wires.png
Scale bar: 50 µm. Two of the layers only.
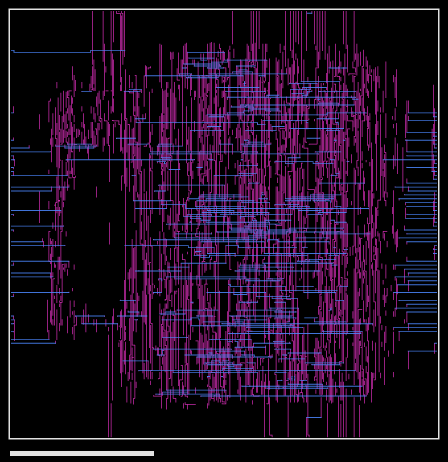
flops_by_reg.png
Scale bar: 50 µm. Other sequential cells in the stronger gray, the rest of the logic in the fainter gray.
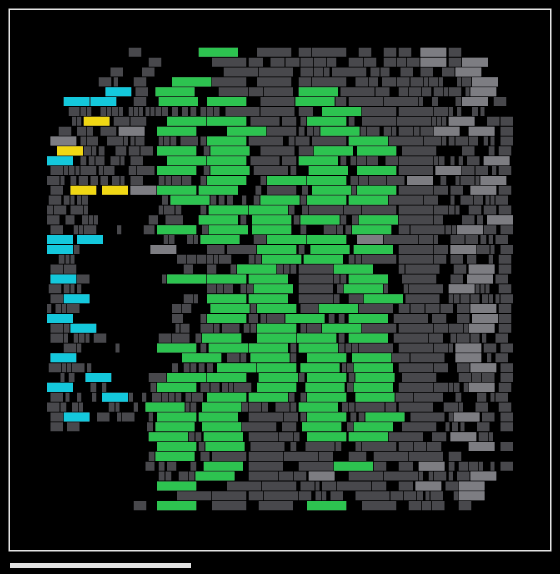
placement_by_type.png
Fill, decap, tap and diode cells in gray.
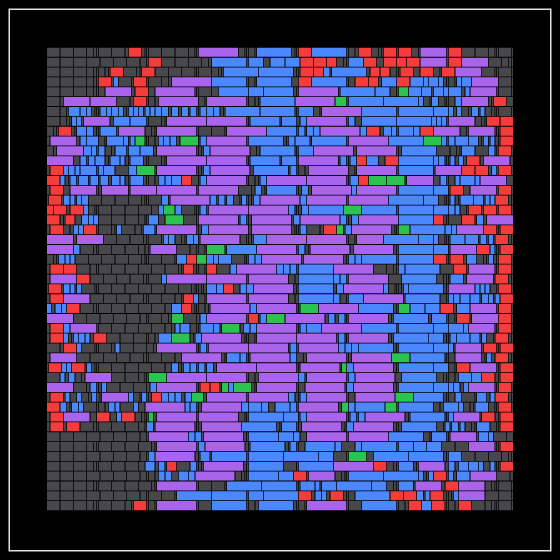
Design alu_issue_ctrl, sky130hd; sources not shown.
==> results.ini <==
[logic_synthesis]
synthMostInstantiatedCell=sky130_fd_sc_hd__edfxtp_1
postSynthCellCount=778
synth.area.top_cells=sky130_fd_sc_hd__edfxtp_1, sky130_fd_sc_hd__mux4_1, sky130_fd_sc_hd__dfxtp_1
yosys_register_bits=190
syn_area_um2=10500
syn_nets=836
synth_top_flop_cell=sky130_fd_sc_hd__edfxtp_1
number_of_flops_mapped_to_enable_cells_by_yosys=128
yosysWarningCount=6
yosys_cells=778
synth_top_area_share_pct=36.6
async_reset_ff_share_pct=0
seq_share_synth_pct=48.5
yosys.stat.chipArea_um2=10500

[critical_path]
worst-setup-path-type=in2out
timing.critical_path.slowest_stage_cell=sky130_fd_sc_hd__mux4_1
setup.reg_to_reg.worst_slack_ns=2.18
critical_path_arrival_ns=3.66
crit_top_cell=sky130_fd_sc_hd__clkdlybuf4s50_1
max_stage_delay_ns=0.70
required_ns=4.49
ff2ff_path_depth=8
endpoint_kind=output pin

[floorplanning]
fp_util_pct=63.7
die_w_um=149
chip_area_um2=22200
top_level_ports=125
design.core.area_um2=16500
die_h_um=149

[flow_run]
cap_viol_max_count=0
warnings=29

[clock_network]
postCtsResizedCells=0
cts.root.buffer_cell=sky130_fd_sc_hd__clkbuf_8
postCtsSetupRepairBufs=0
cts_num_sinks=190
ctsLongestPathBuffers=2
cts_htree_levels=4
clk_pin_slew_ns=0.09
cts.hold.buffers_added=0
cts_tree=built

[detailed_routing]
remaining_design_rule_violation_count=0
antenna_left=0
drt_first_pass_iters=5
drt-vias-per-instance=6.84

[final_layout]
fillers=1001
synthToLayoutAreaGrowth_pct=15.1
number_of_flip_flops_under_the_largest_register_name=128
final_cells=1100
layout.nets=924
final_layout_size_suffix_gt1_share_pct=14.4
combGateArea_um2=4890

[placed_design]
place.detailed.instances=1067
post-dp-hpwl_um=18300
port_buffers=124

[final_timing]
rsz0062_at_grt=no
final-hold-violation-count=0
final_min_period_over_clock_period_pct=85.7
setup-violations-final=0
tightest_slew_ns=1.06
fmaxAchievable_ghz=0.201
timing.setup.tns_ns=0
period_needed_ns=4.97

[power]
p_leak_nw=4.29
vdd_ir_drop_max_v=0.000172
report.power.total_w=0.00297

[global_routing]
grt_pass1_vias=7274
grt_antenna_before_repair=0
track_usage_pct=24.6
global_route_wire_length_before_repair_um=42000

[min_path]
timing.hold.worst.class=reg2reg
hold_depth=2

[outcome]
run_status=complete, no violations

-- wires.png (at the start) --
| layer | color | wire length |
|---|---|---|
| metal 3 | blue | 3810 µm |
| metal 2 | magenta | 13000 µm |
aggregate routed wire length: 27600 µm
via count: 7526

-- flops_by_reg.png (at the start) --
| signal | color | flops |
|---|---|---|
| u_regfile/regs_q | green | 128 |
| done_data | cyan | 16 |
| cnt_q | yellow | 4 |
register share of the cell area: 42.1%
sequential cell area: 5080 µm²
Seq group: 0.00158 W

-- placement_by_type.png (at the start) --
| class | color | cells | share of their area |
|---|---|---|---|
| sequential cells | purple | 190 | 43% |
| remaining buffers and delay cells | red | 146 | 12% |
| clock drivers and dummy loads | green | 32 | 2.9% |
| combinational and other logic | blue | 511 | 42% |
final design instance area without fill: 12100 µm²
final design utilization: 73.3%
standard-cell row count: 47

per-stage QoR:
stage / hold WS, ns / worst slack, ns
floorplan: 0.287 / 2.00
global placement: 0.285 / 1.04
detailed placement: 0.290 / 0.979
CTS: 0.303 / 0.847
global route: 0.324 / 0.795
finish: 0.302 / 0.827
final cells by class:
type / instances / share of cell area, %
flip-flops and latches: 190 / 42.1
multi-input cells: 489 / 40.5
repair buffers: 146 / 11.6
well taps: 220 / 2.28
clock buffers: 19 / 2.06
clock inverters: 13 / 0.757
inverters: 22 / 0.684
diodes: 1 / 0.0207
routing by layer:
layer	wire, µm	vias to the layer above	GRT usage (%)	share of wire (%)
met5	0	-	0	0
met4	716	0	8.98	2.6
met3	3810	70	8.92	14
met2	13000	601	38.6	47
met1	10100	3581	30.9	37
li1	-	3274	-	-
critical path: cells and delay by family:
family                 cells  cell delay, ns
buffers and inverters      3            1.46
multiplexers               2            1.03
kinds of logic after synthesis:
| logic type | count (synthesis) | synth area share (%) |
|---|---|---|
| flops | 190 | 48.5 |
| compound gates | 74 | 4.29 |
| simple gates | 250 | 11.4 |
| fa+ha+maj | 5 | 0.596 |
| buf+inv | 99 | 4.99 |
| mux | 160 | 30.3 |
power by group:
group | internal, W | switching [W]
clock | 0.000308 | 0.000470
sequential | 0.00152 | 0.0000588
combinational | 0.000294 | 0.000320
total | 0.00212 | 0.000849
layout by cell type (no fill, tap or decap), types with 3 or more instances in the layout:
cell / netlist / routed
sky130_fd_sc_hd__nand3_1: 3 / 3
sky130_fd_sc_hd__inv_2: 3 / 3
sky130_fd_sc_hd__clkinv_2: 0 / 3
sky130_fd_sc_hd__buf_4: 7 / 22
sky130_fd_sc_hd__o21ai_1: 23 / 23
sky130_fd_sc_hd__nor2_1: 19 / 19
sky130_fd_sc_hd__mux4_2: 12 / 12
sky130_fd_sc_hd__edfxtp_1: 128 / 128
sky130_fd_sc_hd__clkdlybuf4s50_1: 0 / 123
sky130_fd_sc_hd__inv_1: 3 / 3
sky130_fd_sc_hd__clkbuf_8: 0 / 17
sky130_fd_sc_hd__nand2_1: 84 / 84
sky130_fd_sc_hd__a211oi_1: 16 / 16
sky130_fd_sc_hd__nor3_2: 6 / 6
sky130_fd_sc_hd__a21oi_1: 20 / 20
sky130_fd_sc_hd__clkinv_1: 16 / 18
sky130_fd_sc_hd__dfxtp_1: 62 / 62
sky130_fd_sc_hd__clkinv_4: 0 / 3
sky130_fd_sc_hd__mux2_2: 48 / 48
sky130_fd_sc_hd__nand2b_1: 4 / 3
sky130_fd_sc_hd__mux2i_1: 16 / 16
sky130_fd_sc_hd__nor3_1: 122 / 122
sky130_fd_sc_hd__mux4_1: 84 / 84
sky130_fd_sc_hd__ha_1: 5 / 5
sky130_fd_sc_hd__o21bai_1: 8 / 8
sky130_fd_sc_hd__inv_6: 0 / 4
Power and IR drop assume default switching activity.
